**config.mk**
```make
export PLATFORM = sky130hd
export DESIGN_NAME = gray_to_bin_seq
export DESIGN_NICKNAME = d
export VERILOG_FILES = /design/src/rtl/gray_pkg.sv /design/src/rtl/gray_adj_check.sv /design/src/rtl/gray_to_bin_seq.sv
export SDC_FILE = /design/constraint.sdc
export NUM_CORES = 1
export LEC_CHECK = 0
export CORE_ASPECT_RATIO = 0.7
export CORE_MARGIN = 2
export CORE_UTILIZATION = 54
export CTS_CLUSTER_SIZE = 10
export DETAILED_ROUTE_END_ITERATION = 8
export PLACE_DENSITY_LB_ADDON = 0.3
export SYNTH_ARGS = -nofsm -noshare
export SYNTH_HDL_FRONTEND = slang
export SYNTH_SLANG_ARGS = --single-unit
```
**constraint.sdc**
```tcl
create_clock -name clk -period 4.4 [get_ports clk]
set_input_delay 0.66 -clock clk [delete_from_list [all_inputs] [get_ports clk]]
set_output_delay 0.66 -clock clk [all_outputs]
set_load 0.005 [all_outputs]
```
**src/rtl/gray_pkg.sv**
```systemverilog
// Shared types and defaults for the sequential Gray-to-binary decoder.
package gray_pkg;
  localparam int GRAY_WIDTH = 4;

  typedef enum logic [1:0] {
    IDLE   = 2'd0,
    DECODE = 2'd1,
    HOLD   = 2'd2
  } state_e;
endpackage

```
**src/rtl/gray_adj_check.sv**
```systemverilog
// Combinational adjacency check: the two words differ in exactly one bit.
module gray_adj_check #(
  parameter int WIDTH = 4
) (
  input  logic [WIDTH-1:0] a,
  input  logic [WIDTH-1:0] b,
  output logic             adjacent
);
  logic [WIDTH-1:0] diff;

  // popcount(diff) == 1 <=> diff is a nonzero power of two
  always_comb begin
    diff     = a ^ b;
    adjacent = (diff != '0) && ((diff & (diff - WIDTH'(1))) == '0);
  end
endmodule

```
**src/rtl/gray_to_bin_seq.sv**
```systemverilog
// Bit-serial Gray-to-binary decoder, MSB first, with adjacency error tracking.
module gray_to_bin_seq
  import gray_pkg::*;
#(
  parameter int WIDTH = GRAY_WIDTH,
  parameter int CNT_W = 8
) (
  input  logic             clk,
  input  logic             rst_n,
  input  logic             in_valid,
  input  logic [WIDTH-1:0] in_gray,
  output logic             in_ready,
  output logic             out_valid,
  output logic [WIDTH-1:0] out_bin,
  output logic             out_adj_err,
  input  logic             out_ready,
  output logic [CNT_W-1:0] err_count
);
  localparam int IW = (WIDTH > 1) ? $clog2(WIDTH) : 1;

  state_e           state, state_nxt;
  logic [WIDTH-1:0] gray_r, bin_r, prev_gray;
  logic [IW-1:0]    idx;
  logic             carry, adj_err_r, first_word;
  logic             adjacent, accept, flagged;

  gray_adj_check #(.WIDTH(WIDTH)) u_adj (
    .a        (in_gray),
    .b        (prev_gray),
    .adjacent (adjacent)
  );

  assign accept  = in_valid && in_ready;
  assign flagged = !first_word && !adjacent;

  always_ff @(posedge clk) begin
    if (!rst_n) state <= IDLE;
    else        state <= state_nxt;
  end

  always_comb begin
    state_nxt = state;
    case (state)
      IDLE:    if (in_valid)      state_nxt = DECODE;
      DECODE:  if (idx == '0)     state_nxt = HOLD;
      HOLD:    if (out_ready)     state_nxt = IDLE;
      default:                    state_nxt = IDLE;
    endcase
  end

  always_comb begin
    in_ready    = (state == IDLE);
    out_valid   = (state == HOLD);
    out_bin     = (state == HOLD) ? bin_r : '0;
    out_adj_err = (state == HOLD) && adj_err_r;
  end

  // carry holds the previously resolved binary bit (b[i+1]); starts at 0 so b[MSB] = g[MSB]
  always_ff @(posedge clk) begin
    if (!rst_n) begin
      gray_r     <= '0;
      bin_r      <= '0;
      idx        <= '0;
      carry      <= 1'b0;
      adj_err_r  <= 1'b0;
      prev_gray  <= '0;
      first_word <= 1'b1;
      err_count  <= '0;
    end else if (accept) begin
      gray_r     <= in_gray;
      bin_r      <= '0;
      idx        <= IW'(WIDTH-1);
      carry      <= 1'b0;
      prev_gray  <= in_gray;
      first_word <= 1'b0;
      adj_err_r  <= flagged;
      if (flagged && (err_count != '1)) err_count <= err_count + CNT_W'(1);
    end else if (state == DECODE) begin
      bin_r[idx] <= carry ^ gray_r[idx];
      carry      <= carry ^ gray_r[idx];
      idx        <= idx - IW'(1);
    end
  end
endmodule

```
==> results.ini, run 1 <==
[run_status]
run_status=complete, no violations

[finish]
sh_comb_area=0.4694
seqCellArea_um2=460.4
stdcell_count=181
signal_buffers=22
flops=23
largest_class=logic gates
fillers=179
largestRegisters=err_count: 8 flops, bin_r: 4 flops, prev_gray: 4 flops
syn_to_final_growth_pct=21.83
n_all_inverters=6
sh_seq_area=0.3217
lay_top_count=nand2_1
final_layout_size_suffix_gt1_frac=0.05096

[logic_synthesis]
synthArstFlopShare=0
ff_type=dfxtp_1
synth.avg_cell_area_um2=8.639
postSynthSeqShare=0.3919
yosys_area_mm2=0.001175
synth_top_area_share=0.3919
ys_top_cells_by_count=nand2_1, dfxtp_1, a21oi_1, xnor2_1, inv_1
ys_sh_mux=0.05325
edf_count=0
simple_gate_area_frac=0.2673

[critical_path]
required_ps=4630
r2r-start=prev_gray[2]
crit_fanout=11
crit_path_end=err_count[6]
crit_path_top_delay_cell=o211ai_1
reg2reg_depth=5
rrSetupSlack_ps=2310

[sta]
finalSetupViolCount=0
finalHoldViolCount=0
rsz0062_at_grt=no
final_max_slew_viol_count=0
fin_skew_ps=6.493
hold_slack_ps=471.2
slew-limit-headroom=0.5015
layout_setup_ws_ps=1901

[die]
fp.dieW_um=59.75
initial_core_util=0.5589
core_mm2=0.002102
io-pin-count=23

[routing]
wl_met3_um=128
route.antenna.remaining_nets=0
maxUsedRoutingLayer=met4
drtPass1Iterations=4
drt_iter0_drc=44
wl_met1_mm=1.148

[global_routing]
groute.layer.met3.usage=0.06402
grtUsageMet2=0.3217

[placed_design]
pre_cts_ws_ps=1587
place_hpwl_mm=1.869
place_area_mm2=0.001405

[worst_hold_path]
hp-class=reg2reg
min_path_cells=2
holdPathEnd=adj_err_r

[clock_network]
cts_setup_buffers=0
postCtsResizedCells=0
root_buffer=clkbuf_4
insertion_delay_ps=320

[flow_run]
maxCapViolCount=0
openroad.warnings=29

[pwr]
pwr-share-clk=0.240

run_1/logic_types.png
Drawn at 8 px/um.
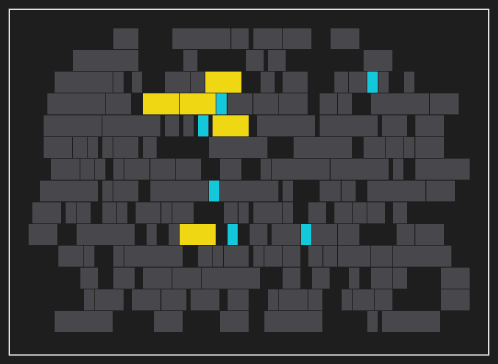
colour	family	cells
yellow	fa/ha/maj cells	5
cyan	inv cells	6

run_1/sizes.png
Drawn at 8 px/um.
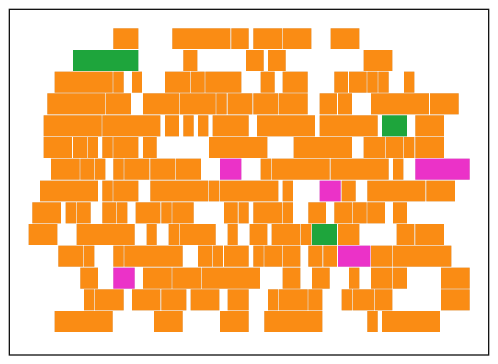
colour	size	cells
orange	_0 and _1 cells	149
green	_2 cells	3
magenta	_3 and _4 cells	5

run_1/congestion.png
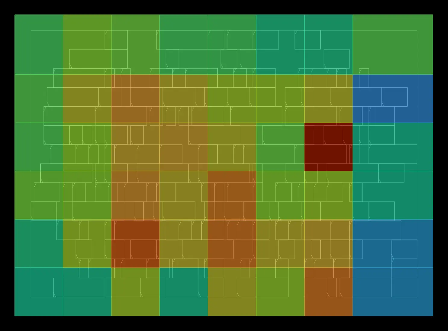
final core utilization: 0.6810
all-layer global routing usage: 0.2085
GRT busiest layer: met2
Wirelength per Cell: 13.41 um
Global Route met1 Usage: 0.2772

run_1/layer_met3.png
Drawn at 4 px/um.
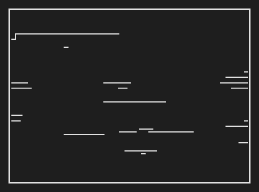
share of all routed wire	5.3%
nets with wire on the layer	19
wire length on this layer	128 um
longest straight run	25.8 um
DR vias: 1,035
total wire length: 2.427 mm

## Run 2: what changed since run 1
- CORE_UTILIZATION: 54 -> 45
- clock period: 4.4 -> 2.2 ns (I/O delays scaled with it)
run_2/layer_met2.png
Drawn at 4 px/um. Cells faint in the background.
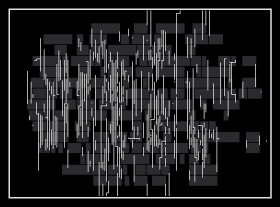
main direction	vertical
share of all routed wire	49%
longest straight run	20.2 um

==> run 2 against run 1 <==
  * Worst hold slack got worse by 4.3 ps
  * Non-clock buffer count grew 5
  * Count of clock-buffer cells in the layout down 1
  * Utilization shrank 7.4 points
  * Highest routed layer unchanged
  * Die area is 18% higher
  * Wire length grew 3.0%
  * Setup slack worse by 1700 ps
  * Clock power rose to 2.6 times the previous value
  * Cell count increased by 8.3%
==> results.ini, run 2 <==
[logic_synthesis]
synthArstFlopShare=0  ; unchanged
simple_gate_area_frac=0.2673  ; unchanged
yosys_area_mm2=0.001175  ; unchanged
edf_count=0  ; unchanged
synth_top_area_share=0.3919  ; unchanged
postSynthSeqShare=0.3919  ; unchanged
ys_sh_mux=0.05325  ; unchanged
ys_top_cells_by_count=nand2_1, dfxtp_1, a21oi_1, xnor2_1, inv_1
synth.avg_cell_area_um2=8.639  ; unchanged

[finish]
flops=23  ; unchanged
largestRegisters=err_count: 8 flops, bin_r: 4 flops, prev_gray: 4 flops
lay_top_count=nand2_1
sh_seq_area=0.3062  ; -0.01552
utilization=0.6071  ; -0.07388
stdcell_count=196  ; +8.3%
syn_to_final_growth_pct=28.01
sh_comb_area=0.4484  ; -0.02099
n_all_inverters=6  ; unchanged
largest_class=logic gates

[clock_network]
insertion_delay_ps=270  ; -50 ps
postCtsResizedCells=0  ; unchanged
root_buffer=clkbuf_8
cts_setup_buffers=0  ; unchanged

[sta]
finalSetupViolCount=0  ; unchanged
slew-limit-headroom=0.7160  ; +0.2145
finalHoldViolCount=0  ; unchanged
final_max_slew_viol_count=0  ; unchanged

[global_routing]
grtUsageTotal=0.1880  ; -0.02053
busiest_layer=met2

[placed_design]
place_area_mm2=0.001455  ; +3.6%
pre_cts_ws_ps=-57.05  ; -1644 ps

[critical_path]
r2r-start=prev_gray[0]
rrSetupSlack_ps=370  ; -1940 ps
crit_path_top_delay_cell=or4_1
crit_fanout=9  ; -2
reg2reg_depth=6  ; +1
required_ps=2400  ; -2230 ps

[die]
io-pin-count=23  ; unchanged
fp.dieW_um=65.07  ; +8.9%

[worst_hold_path]
hp-class=reg2reg
holdPathEnd=adj_err_r
min_path_cells=2  ; unchanged

[pwr]
pwr-share-clk=0.290  ; +0.050

[run_status]
run_status=complete, no violations

[routing]
drt_iter0_drc=46  ; +4.5%
vias=1057  ; +2.1%
wl_met1_mm=1.105  ; -3.7%
wl_mm=2.501  ; +3.0%
wire_per_inst_um=12.76  ; -4.8%
maxUsedRoutingLayer=met4
drtPass1Iterations=4  ; unchanged
route.antenna.remaining_nets=0  ; unchanged

[flow_run]
openroad.warnings=29  ; unchanged

Power figures rest on the tool's default switching activity, not on a simulated workload.
